run_1/placement.png
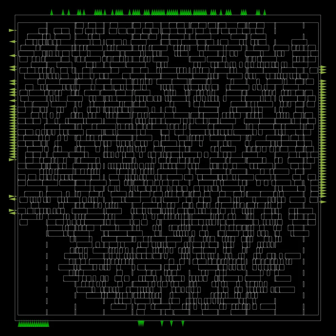
run_1/io_fan.png
Bar = 50 µm.
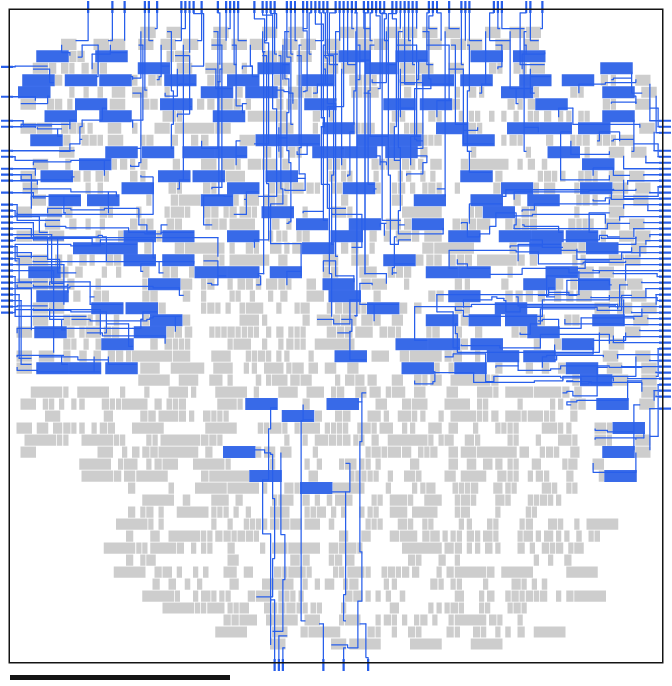
run_1/metal_density.png
30 x 30 tiles, from dark blue (low) to red (high), scaled to the fullest tile. Values are wire area over tile area, all layers added.
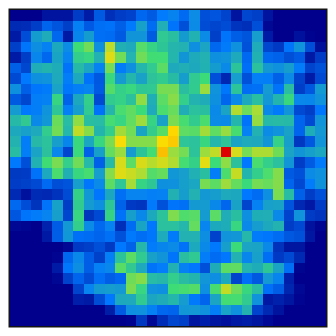
## src/rtl/nn_fxp_pkg.sv

```systemverilog
// Fixed-point helpers shared by the sequential NN layer blocks.
// Contents: FSM state type, accumulator/index width helpers, output-size helper
// and the round-half-away-from-zero right shift used when leaving the accumulator.
package nn_fxp_pkg;

    // Widest accumulator the rounding helper handles.
    localparam int unsigned FXP_W = 64;

    typedef enum logic [1:0] {
        IDLE,
        CALC,
        FIN,
        DONE
    } seq_state_e;

    // Full-precision product plus enough headroom to sum every tap.
    function automatic int unsigned acc_width(input int unsigned width, input int unsigned taps);
        return 2 * width + $clog2(taps + 1);
    endfunction

    // Counter/index width that stays at least one bit for single-entry ranges.
    function automatic int unsigned idx_width(input int unsigned n);
        return (n <= 1) ? 1 : $clog2(n);
    endfunction

    // Transposed-convolution output extent along one axis.
    function automatic int out_dim(input int in_dim, input int k, input int stride, input int pad);
        return (in_dim - 1) * stride - 2 * pad + k;
    endfunction

    // Drop frac fraction bits, rounding half away from zero.
    function automatic logic signed [FXP_W-1:0] fxp_round_shift(
        input logic signed [FXP_W-1:0] acc,
        input int                      frac
    );
        logic [FXP_W-1:0] mag;
        logic [FXP_W-1:0] r;
        if (frac <= 0) begin
            return acc;
        end
        mag = acc[FXP_W-1] ? FXP_W'(-acc) : FXP_W'(acc);
        r   = (mag + (FXP_W'(1) << (frac - 1))) >> frac;
        return acc[FXP_W-1] ? -$signed(r) : $signed(r);
    endfunction

endpackage

```

## src/rtl/tconv_idx_gen.sv

```systemverilog
// Index generator for the sequential transposed convolution.
// Walks oc,oh,ow (advanced by step_out_i) and ic,kh,kw (advanced by step_tap_i),
// and decodes which input element / weight feeds the current tap.
// Ports:
//   clk, rst          clock and synchronous active-high reset
//   step_tap_i        advance the inner ic/kh/kw nest (wraps after the last tap)
//   step_out_i        advance the outer oc/oh/ow nest (wraps after the last element)
//   tap_valid_c       current tap lands on a real input sample
//   in_idx_c          flat CHW input index of that sample (0 when the tap is invalid)
//   w_idx_c           flat [IN_CH][OUT_CH][K][K] weight index
//   out_idx_c         flat CHW output index of the current element
//   oc_c              current output channel (bias select)
//   last_tap_c        inner nest is on its final tap
//   last_out_c        outer nest is on its final element
module tconv_idx_gen
    import nn_fxp_pkg::*;
#(
    parameter int          IN_CH   = 1,
    parameter int          OUT_CH  = 1,
    parameter int          IN_H    = 1,
    parameter int          IN_W    = 1,
    parameter int          K       = 3,
    parameter int          STRIDE  = 1,
    parameter int          PADDING = 0,
    parameter int unsigned IN_IW   = 1,
    parameter int unsigned W_IW    = 1,
    parameter int unsigned OUT_IW  = 1,
    parameter int unsigned OC_W    = 1
) (
    input  logic              clk,
    input  logic              rst,
    input  logic              step_tap_i,
    input  logic              step_out_i,
    output logic              tap_valid_c,
    output logic [IN_IW-1:0]  in_idx_c,
    output logic [W_IW-1:0]   w_idx_c,
    output logic [OUT_IW-1:0] out_idx_c,
    output logic [OC_W-1:0]   oc_c,
    output logic              last_tap_c,
    output logic              last_out_c
);

    localparam int          OUT_H = out_dim(IN_H, K, STRIDE, PADDING);
    localparam int          OUT_W = out_dim(IN_W, K, STRIDE, PADDING);
    localparam int unsigned CH_W  = idx_width(IN_CH);
    localparam int unsigned K_W   = idx_width(K);
    localparam int unsigned OH_W  = idx_width(OUT_H);
    localparam int unsigned OW_W  = idx_width(OUT_W);

    logic [CH_W-1:0] ic_q;
    logic [K_W-1:0]  kh_q;
    logic [K_W-1:0]  kw_q;
    logic [OC_W-1:0] oc_q;
    logic [OH_W-1:0] oh_q;
    logic [OW_W-1:0] ow_q;

    logic ic_wrap, kh_wrap, kw_wrap, oc_wrap, oh_wrap, ow_wrap;
    int   t, u;

    assign ic_wrap = (ic_q == CH_W'(IN_CH - 1));
    assign kh_wrap = (kh_q == K_W'(K - 1));
    assign kw_wrap = (kw_q == K_W'(K - 1));
    assign oc_wrap = (oc_q == OC_W'(OUT_CH - 1));
    assign oh_wrap = (oh_q == OH_W'(OUT_H - 1));
    assign ow_wrap = (ow_q == OW_W'(OUT_W - 1));

    assign last_tap_c = ic_wrap && kh_wrap && kw_wrap;
    assign last_out_c = oc_wrap && oh_wrap && ow_wrap;
    assign oc_c       = oc_q;

    // Counter nests; both wrap to zero so the next tensor starts clean.
    always_ff @(posedge clk) begin
        if (rst) begin
            ic_q <= '0;
            kh_q <= '0;
            kw_q <= '0;
            oc_q <= '0;
            oh_q <= '0;
            ow_q <= '0;
        end else begin
            if (step_tap_i) begin
                if (kw_wrap) begin
                    kw_q <= '0;
                    if (kh_wrap) begin
                        kh_q <= '0;
                        ic_q <= ic_wrap ? '0 : ic_q + CH_W'(1);
                    end else begin
                        kh_q <= kh_q + K_W'(1);
                    end
                end else begin
                    kw_q <= kw_q + K_W'(1);
                end
            end
            if (step_out_i) begin
                if (ow_wrap) begin
                    ow_q <= '0;
                    if (oh_wrap) begin
                        oh_q <= '0;
                        oc_q <= oc_wrap ? '0 : oc_q + OC_W'(1);
                    end else begin
                        oh_q <= oh_q + OH_W'(1);
                    end
                end else begin
                    ow_q <= ow_q + OW_W'(1);
                end
            end
        end
    end

    // Gather form: output (oh,ow) pulls from input (t/S,u/S) when the stride grid lines up.
    always_comb begin
        t           = int'(oh_q) + PADDING - int'(kh_q);
        u           = int'(ow_q) + PADDING - int'(kw_q);
        tap_valid_c = (t >= 0) && (u >= 0)
                   && ((t % STRIDE) == 0) && ((u % STRIDE) == 0)
                   && ((t / STRIDE) < IN_H) && ((u / STRIDE) < IN_W);
        in_idx_c    = '0;
        if (tap_valid_c) begin
            in_idx_c = IN_IW'((int'(ic_q) * IN_H + t / STRIDE) * IN_W + u / STRIDE);
        end
        w_idx_c   = W_IW'(((int'(ic_q) * OUT_CH + int'(oc_q)) * K + int'(kh_q)) * K + int'(kw_q));
        out_idx_c = OUT_IW'((int'(oc_q) * OUT_H + int'(oh_q)) * OUT_W + int'(ow_q));
    end

endmodule

```

## src/rtl/conv_transpose2d_seq.sv

```systemverilog
// Sequential fixed-point 2-D transposed convolution with one shared MAC.
// One flat CHW tensor in per handshake, one flat CHW tensor out per handshake;
// each output element costs TAPS MAC cycles plus one finish cycle.
// Weights ([IN_CH][OUT_CH][K][K]) and bias ([OUT_CH]) are packed parameter
// images, entry 0 in the least significant WIDTH bits.
// Ports:
//   clk, rst              clock and synchronous active-high reset
//   in_valid / in_ready   input handshake; in_vec is captured on acceptance
//   in_vec                signed input, element (c,h,w) at ((c*IN_H+h)*IN_W+w)*WIDTH
//   out_valid / out_ready output handshake; out_vec held while out_valid=1
//   out_vec               signed output, element (oc,oh,ow) at ((oc*OUT_H+oh)*OUT_W+ow)*WIDTH
module conv_transpose2d_seq
    import nn_fxp_pkg::*;
#(
    parameter int IN_CH   = 1,
    parameter int OUT_CH  = 1,
    parameter int IN_H    = 1,
    parameter int IN_W    = 1,
    parameter int K       = 3,
    parameter int STRIDE  = 1,
    parameter int PADDING = 0,
    parameter int WIDTH   = 16,
    parameter int FRAC    = 8,
    parameter logic [IN_CH*OUT_CH*K*K*WIDTH-1:0] WEIGHTS = '0,
    parameter logic [OUT_CH*WIDTH-1:0]           BIAS    = '0
) (
    input  logic                                  clk,
    input  logic                                  rst,
    input  logic                                  in_valid,
    output logic                                  in_ready,
    input  logic [IN_CH*IN_H*IN_W*WIDTH-1:0]      in_vec,
    output logic                                  out_valid,
    input  logic                                  out_ready,
    output logic [OUT_CH*out_dim(IN_H, K, STRIDE, PADDING)
                  *out_dim(IN_W, K, STRIDE, PADDING)*WIDTH-1:0] out_vec
);

    localparam int          OUT_H  = out_dim(IN_H, K, STRIDE, PADDING);
    localparam int          OUT_W  = out_dim(IN_W, K, STRIDE, PADDING);
    localparam int          TAPS   = IN_CH * K * K;
    localparam int          N_IN   = IN_CH * IN_H * IN_W;
    localparam int          N_W    = IN_CH * OUT_CH * K * K;
    localparam int          N_OUT  = OUT_CH * OUT_H * OUT_W;
    localparam int unsigned ACC_W  = acc_width(WIDTH, TAPS);
    localparam int unsigned PROD_W = 2 * WIDTH;
    localparam int unsigned IN_IW  = idx_width(N_IN);
    localparam int unsigned W_IW   = idx_width(N_W);
    localparam int unsigned OUT_IW = idx_width(N_OUT);
    localparam int unsigned OC_W   = idx_width(OUT_CH);

    if (OUT_H <= 0 || OUT_W <= 0) begin : g_bad_geom
        $error("conv_transpose2d_seq: output height/width must be positive");
    end
    if (ACC_W > FXP_W) begin : g_bad_acc
        $error("conv_transpose2d_seq: accumulator wider than rounding helper");
    end

    seq_state_e                   state_q;
    logic                         in_ready_q;
    logic                         out_valid_q;
    logic [N_IN*WIDTH-1:0]        in_reg_q;
    logic [N_OUT*WIDTH-1:0]       out_vec_q;
    logic signed [ACC_W-1:0]      acc_q;

    logic                         tap_valid_c;
    logic [IN_IW-1:0]             in_idx_c;
    logic [W_IW-1:0]              w_idx_c;
    logic [OUT_IW-1:0]            out_idx_c;
    logic [OC_W-1:0]              oc_c;
    logic                         last_tap_c;
    logic                         last_out_c;

    logic signed [WIDTH-1:0]      x_c;
    logic signed [WIDTH-1:0]      w_c;
    logic signed [WIDTH-1:0]      b_c;
    logic signed [PROD_W-1:0]     prod_c;
    logic signed [ACC_W-1:0]      acc_tap_c;
    logic signed [ACC_W-1:0]      acc_fin_c;
    logic signed [WIDTH-1:0]      res_c;

    assign in_ready  = in_ready_q;
    assign out_valid = out_valid_q;
    assign out_vec   = out_vec_q;

    tconv_idx_gen #(
        .IN_CH  (IN_CH),
        .OUT_CH (OUT_CH),
        .IN_H   (IN_H),
        .IN_W   (IN_W),
        .K      (K),
        .STRIDE (STRIDE),
        .PADDING(PADDING),
        .IN_IW  (IN_IW),
        .W_IW   (W_IW),
        .OUT_IW (OUT_IW),
        .OC_W   (OC_W)
    ) u_idx (
        .clk        (clk),
        .rst        (rst),
        .step_tap_i (state_q == CALC),
        .step_out_i (state_q == FIN),
        .tap_valid_c(tap_valid_c),
        .in_idx_c   (in_idx_c),
        .w_idx_c    (w_idx_c),
        .out_idx_c  (out_idx_c),
        .oc_c       (oc_c),
        .last_tap_c (last_tap_c),
        .last_out_c (last_out_c)
    );

    // Operand select and full-precision MAC.
    assign x_c       = in_reg_q[int'(in_idx_c)*WIDTH +: WIDTH];
    assign w_c       = WEIGHTS[int'(w_idx_c)*WIDTH +: WIDTH];
    assign b_c       = BIAS[int'(oc_c)*WIDTH +: WIDTH];
    assign prod_c    = PROD_W'(x_c) * PROD_W'(w_c);
    assign acc_tap_c = acc_q + ACC_W'(prod_c);

    // Bias is aligned to the product's binary point before rounding back to Q format.
    assign acc_fin_c = acc_q + (ACC_W'(b_c) <<< FRAC);
    assign res_c     = WIDTH'(fxp_round_shift(FXP_W'(acc_fin_c), FRAC));

    // Control FSM; out_valid rises one cycle after DONE is entered.
    always_ff @(posedge clk) begin
        if (rst) begin
            state_q     <= IDLE;
            in_ready_q  <= 1'b1;
            out_valid_q <= 1'b0;
            in_reg_q    <= '0;
            out_vec_q   <= '0;
            acc_q       <= '0;
        end else begin
            case (state_q)
                IDLE: begin
                    if (in_valid && in_ready_q) begin
                        in_reg_q   <= in_vec;
                        in_ready_q <= 1'b0;
                        state_q    <= CALC;
                    end
                end
                CALC: begin
                    if (tap_valid_c) begin
                        acc_q <= acc_tap_c;
                    end
                    if (last_tap_c) begin
                        state_q <= FIN;
                    end
                end
                FIN: begin
                    out_vec_q[int'(out_idx_c)*WIDTH +: WIDTH] <= res_c;
                    acc_q   <= '0;
                    state_q <= last_out_c ? DONE : CALC;
                end
                DONE: begin
                    if (out_valid_q && out_ready) begin
                        out_valid_q <= 1'b0;
                        in_ready_q  <= 1'b1;
                        state_q     <= IDLE;
                    end else begin
                        out_valid_q <= 1'b1;
                    end
                end
                default: begin
                    state_q <= IDLE;
                end
            endcase
        end
    end

endmodule

```

## config.mk

```make
export PLATFORM = sky130hd
export DESIGN_NAME = conv_transpose2d_seq
export DESIGN_NICKNAME = d
export VERILOG_FILES = /design/src/rtl/nn_fxp_pkg.sv /design/src/rtl/tconv_idx_gen.sv /design/src/rtl/conv_transpose2d_seq.sv
export SDC_FILE = /design/constraint.sdc
export NUM_CORES = 1
export LEC_CHECK = 0
export ABC_AREA = 1
export CORE_UTILIZATION = 40
export DETAILED_ROUTE_END_ITERATION = 16
export GPL_TIMING_DRIVEN = 0
export SETUP_SLACK_MARGIN = 0.2
export SLEW_MARGIN = 40
export SYNTH_ARGS = -nofsm -noshare
export SYNTH_HDL_FRONTEND = slang
export SYNTH_SLANG_ARGS = --single-unit
export TNS_END_PERCENT = 30
```

## constraint.sdc

```tcl
create_clock -name clk -period 3.95 [get_ports clk]
set_input_delay 0.79 -clock clk [delete_from_list [all_inputs] [get_ports clk]]
set_output_delay 0.79 -clock clk [all_outputs]
set_load 0.01 [all_outputs]
```

==> impl_metrics.csv, run 1 <==
group,metric,value,unit
status,status,"finished clean",
final_timing,rsz0062_at_grt,"true",
synth,ys_sh_adder,1.853,%
setup_path,slowest_delay,0.45,ns
floorplan,die_w,147.9,µm
pwr,p_int,0.002776,W
clocking,clock_latency,0.44,ns
hold_path,hold_path_startpoint,"acc_q[23]",
pwr,powerSeq,0.00186,W
pwr,report.power.total,0.003782,W
pwr,pwr-share-seq,49.1,%
synth,syn_area_per_cell,7.175,µm²
setup_path,crit_chain,"inv_1 -> ha_1 -> ha_1 -> ha_1 -> inv_1 -> fa_1 -> nand2_1 -> nor2_1 -> ha_1 -> nand3b_1 -> nor2_1 -> inv_1 -> nor2_1 -> inv_1 -> nor2_1 -> clkbuf_4 -> o21ai_0 -> a21oi_1",
route,routed.top_layer,"met4",
synth,ys_seq_elements,181,
grt,grt_antenna_before_repair,0,
final_timing,clock_skew,0.01021,ns
pwr,sw_frac_of_total,26.58,%
synth,postSynthCellCount,1186,
synth,syn-num-nets,1218,
floorplan,fp-utilization,41.39,%
synth,ys_warn_count,0,
pwr,netSwitchingPower,0.001005,W
route,drtIter0Drc,506,
route,vias_per_cell,5.063,
pwr,p_clk_share,46.7,%
grt,grt_util_met3,3.889,%
setup_path,crit_start,"u_idx.oh_q[0]",
clocking,root_buffer,"clkbuf_16",
run,maxCapViolations,0,
grt,grt.met1_usage,35.79,%
route,met2_length,11.70,mm
synth,simple_gate_share,30.72,%
finish,drive_gt1_share,14.01,%
synth,synthDistinctLibCells,41,
synth,common_cells,"285 x nand2_1, 181 x dfxtp_1, 134 x a21oi_1",
hold_path,hold_path_depth,2,
grt,grt_start_max_net_pins,21,
setup_path,cp-end-kind,"register",
clocking,h-tree-depth,4,
final_timing,slew_violations,0,
synth,ys_sh_aoi,15.13,%
finish,final_nets,1397,
grt,grt_use_met2,38.07,%
route,remaining_drc_errors,0,
final_timing,clock.fmax,284.7,MHz
pwr,powerClk,0.00176,W
grt,grt_most_used_layer,"met2",
run,warnings,47,
setup_path,reg2reg_to,"out_vec[62]",
setup_path,critical_path_class,"register to register",
setup_path,reg2reg_depth,18,
hold_path,worst_hold_path.endpoint,"acc_q[23]",
pwr,power_frac_comb,4.3,%
finish,n_antenna_cell,0,
finish,area_growth,30.92,%
final_timing,finalSetupViolCount,0,
final_timing,slew_headroom,52.03,%
setup_path,cp_data_arrival_time,3.89,ns
final_timing,min_period,3.513,ns
setup_path,worst-path-stages,18,
setup_path,cp_top_family,"adder cells",
setup_path,cp_slowest_cell,"fa_1",
route,wl_met3,1.483,mm
grt,grt_pass1_vias,7597,
floorplan,coreArea,20560,µm²
pwr,power_leakage,4.479,nW
clocking,cts_sinks,181,
route,met1_length,12.79,mm
hold_path,hold_path_class,"register to register",
grt,grt-ovfl-total,0,
final_timing,finalCritPeriodShare,88.93,%
grt,grt_pass1_wl,41.68,mm
place,globalplace.congestion,0.8577,
setup_path,crit_path_end,"out_vec[62]",
synth,ys_seq_share,42.58,%
clocking,clkTransAtPathRegs,0.08,ns
Notes on placement.png above:
Seq area share: 32.54%
Layout Utilization: 54.19%
Flops: 181
non-filler cells, final: 1,648

Notes on io_fan.png above:
Key: blue = `out_vec` [bits 144, direction output, end cells 144, wire 5,660 µm]
Boundary Pins: 166
IO buf count: 149

Notes on metal_density.png above:
The fullest tile reaches 0.66. The densest ninth of the die: middle. The mean over all tiles is 0.19. 12% of the tiles are nearly empty. 14% of the tiles are over half the peak.
WL final: 26.45 mm
WL per Instance: 16.05 µm
total number of vias: 8,344
total track usage: 24.83%

[run 1: metrics by stage]
step / hold slack [ns] / worst slack (ns)
6_report: 0.4627 / 0.4372
5_1_grt: 0.4781 / 0.1251
4_1_cts: 0.4653 / 0.08186
3_5_place_dp: 0.4533 / -0.2184
3_3_place_gp: 0.4452 / -0.1552
2_1_floorplan: 0.4331 / 0.4362
[run 1: worst min-delay path, stage by stage, from the launching register on]
cell     delay (ns)
dfxtp_1        0.33
nand2_1        0.06
nor2_1         0.04
[run 1: area by class of cell]
cell class / count / area (µm²) / share of cell area [%]
Multi-Input combinational cell: 813 / 4202 / 37.71
Sequential cell: 181 / 3625 / 32.54
Timing Repair Buffer: 160 / 1574 / 14.13
Inverter: 136 / 515.5 / 4.627
Clock buffer: 18 / 439.2 / 3.942
Tap cell: 270 / 337.8 / 3.032
Buffer: 56 / 272.8 / 2.448
Clock inverter: 14 / 175.2 / 1.572
[run 1: repair_timing]
item / CTS / global route
setup buffers: 0 / 11
pin swaps: 0 / 5
gates cloned: 0 / 0
endpoints found under the setup margin: 68 / 138
gates resized: 12 / 59
[run 1: state kept, by name, summed over array words and instances (netlist names)]
name	cells
u_idx.kh_q	2
u_idx.kw_q	2
acc_q	25
state_q	2
u_idx.oh_q	2
u_idx.ow_q	2
out_vec	144
out_valid	1
in_ready	1
[run 1: placed cells by master, fill, tap and decap left out, types with 15 or more instances in the layout]
cell type	instances
nor2_2	25
nand2_2	27
inv_1	122
clkbuf_16	17
nand3_2	15
nand2_1	285
nor2_1	70
nor3_1	29
clkdlybuf4s50_1	149
o21ai_0	85
a21oi_1	134
clkbuf_1	23
nand4_1	16
nand3_1	50
dfxtp_1	180
==> run 1 -> run 2 <==
--- a/config.mk
+++ b/config.mk
@@ -7,6 +7,7 @@
 export LEC_CHECK = 0
 export ABC_AREA = 1
 export CORE_UTILIZATION = 40
+export CTS_CLUSTER_SIZE = 10
 export DETAILED_ROUTE_END_ITERATION = 16
 export GPL_TIMING_DRIVEN = 0
 export SETUP_SLACK_MARGIN = 0.2
==> constraint.sdc (replaced) <==
create_clock -name clk -period 4.3 [get_ports clk]
set_input_delay 0.86 -clock clk [delete_from_list [all_inputs] [get_ports clk]]
set_output_delay 0.86 -clock clk [all_outputs]
set_load 0.01 [all_outputs]
run_2/placement_by_type.png
Fill, decap, tap and diode cells in gray.
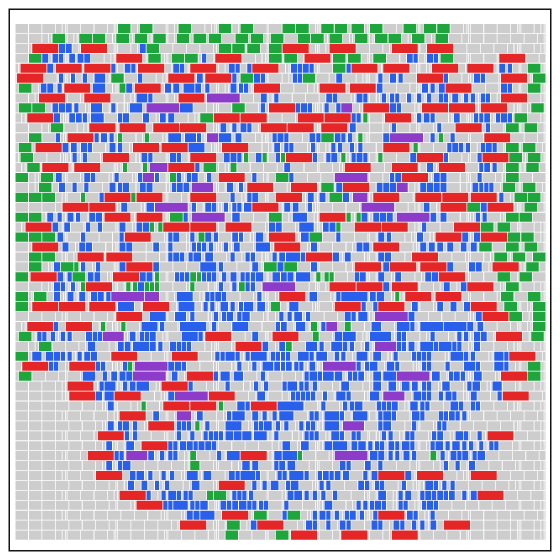
Key: red = sequential cells [cells 181, share of their area 34%]; green = remaining buffers and delay cells [cells 205, share of their area 16%]; blue = combinational and other logic [cells 949, share of their area 44%]; purple = clock drivers and dummy loads [cells 32, share of their area 5.8%]
Design Area, Final: 10,980 µm²
# rows: 52

run_2/placement.png
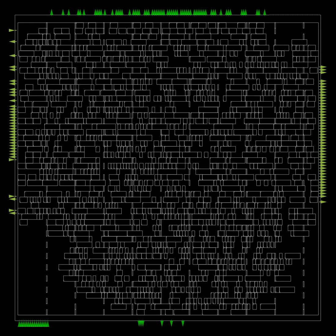
Layout Utilization: 53.38%
Core Box Area: 20,560 µm²
Well-Tap Cells: 270

run_2/metal_density.png
30 x 30 tiles, from dark blue (low) to red (high), scaled to the fullest tile. Values are wire area over tile area, all layers added.
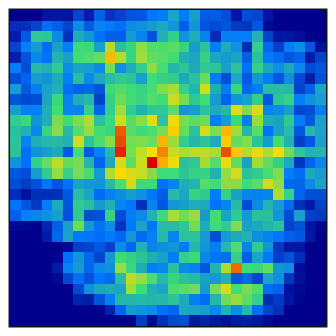
The emptiest ninth of the die: bottom left. The fullest tile reaches 0.60. 11% of the tiles are nearly empty. The mean over all tiles is 0.19. 18% of the tiles are over half the peak.
total track usage: 24.80%
WL final: 26.34 mm
WL per Instance: 16.09 µm
total number of vias: 8,306

==> run 2 against run 1 <==
  * Sequential power is 9% lower
  * Final cell count decreased by 0.67%
  * Wire length decreased by 0.45%
  * Maximum frequency down 9.0%
  * Clock-buffer cell count unchanged
  * Critical path depth shrank 1
  * Synthesized area stayed put
  * Register-to-register slack is essentially flat
  * Combinational power shrank about 10%
  * Critical path type unchanged
  * Critical endpoint is now out_vec[140]
  * Largest cell class unchanged
==> impl_metrics.csv, run 2 <==
group,metric,value,unit
pwr,netSwitchingPower,0.0009260,W
finish,fin_cells,1637,
grt,grt_pass1_wl,41.61,mm
clocking,root_buffer,"clkbuf_16",
finish,seqCellArea,3623,µm²
route,drtIter0Drc,480,
grt,grt_antenna_before_repair,0,
floorplan,ios,166,
finish,mostFrequentLayoutCells,"285 x nand2_1, 181 x dfxtp_1, 149 x clkdlybuf4s50_1",
floorplan,fp-utilization,41.39,%
synth,syn-num-nets,1218,
grt,grt-ovfl-total,0,
finish,largest_reg_flops,144,
pwr,pwr-share-seq,49.1,%
run,maxCapViolations,0,
setup_path,cp_data_arrival_time,4.17,ns
synth,postSynthCellCount,1186,
route,vias_per_cell,5.074,
pwr,powerSeq,0.00170,W
grt,grt.met1_usage,35.81,%
route,routed.top_layer,"met4",
final_timing,slew_violations,0,
run,warnings,46,
setup_path,critical_path_class,"register to register",
status,status,"finished clean",
synth,ys_seq_share,42.58,%
clocking,cts_sinks,181,
pwr,power_frac_comb,4.1,%
clocking,h-tree-depth,4,
pwr,report.power.total,0.003473,W
synth,syn_area_per_cell,7.175,µm²
final_timing,clock.fmax,259.1,MHz
pwr,sw_frac_of_total,26.67,%
final_timing,finalSetupViolCount,0,
pwr,p_clk_share,46.8,%
final_timing,hold_slack,0.4633,ns
finish,drive_gt1_share,11.41,%
final_timing,slew_headroom,52.82,%
final_timing,finalCritPeriodShare,89.77,%
grt,grt_use_met2,38.04,%
## run 2: cell counts after synthesis
Identical to the previous run, type by type.
## run 2: cells by family (layout without fill, tap and decap cells)
| kind of cell | after synthesis | in the layout | synth area share [%] |
|---|---|---|---|
| and+or+nand+nor | 549 | 549 | 30.72 |
| AOI/OAI and AO/OA | 243 | 243 | 15.13 |
| buffers and inverters | 192 | 373 | 8.705 |
| DFF | 181 | 181 | 42.58 |
| adders and majority gates | 12 | 12 | 1.853 |
| xor gates and xnor gates | 9 | 9 | 1.015 |
## run 2: worst paths after layout
check                                    from            to  slack [ns]  depth (start not counted)
worst max-delay path            u_idx.oh_q[0]  out_vec[140]        0.44                         17
worst min-delay path                acc_q[23]     acc_q[23]        0.46                          2
worst max register to register  u_idx.oh_q[0]  out_vec[140]        0.44                         17
worst min register to register      acc_q[23]     acc_q[23]        0.46                          2
## run 2: worst max-delay path, stage by stage (launching register included)
cell and delay (ns):
dfxtp_1 0.40, inv_1 0.10, ha_1 0.32, ha_1 0.29, ha_1 0.19, inv_1 0.07, fa_1 0.45, nand2_1 0.09
nor2_1 0.05, ha_1 0.31, nand2_1 0.06, nor3_1 0.20, inv_1 0.17, nor2_2 0.35, inv_1 0.21, clkbuf_1 0.27
nand2_1 0.11, a21oi_1 0.06
## run 2: final cells by class
cell class	count	share of cell area, %
Buffer	56	2.132
Multi-Input combinational cell	813	37.90
Inverter	136	4.685
Tap cell	270	3.078
Clock inverter	14	1.596
Clock buffer	18	4.001
Sequential cell	181	33.01
Timing Repair Buffer	149	13.59
## run 2: what timing repair did
item | 4_1_cts | 5_1_grt
cloned | 0 | 0
setup endpoints to repair | 10 | 57
setup buffers | 0 | 0
gates resized | 1 | 10
Power is estimated from default activity; no workload was simulated.
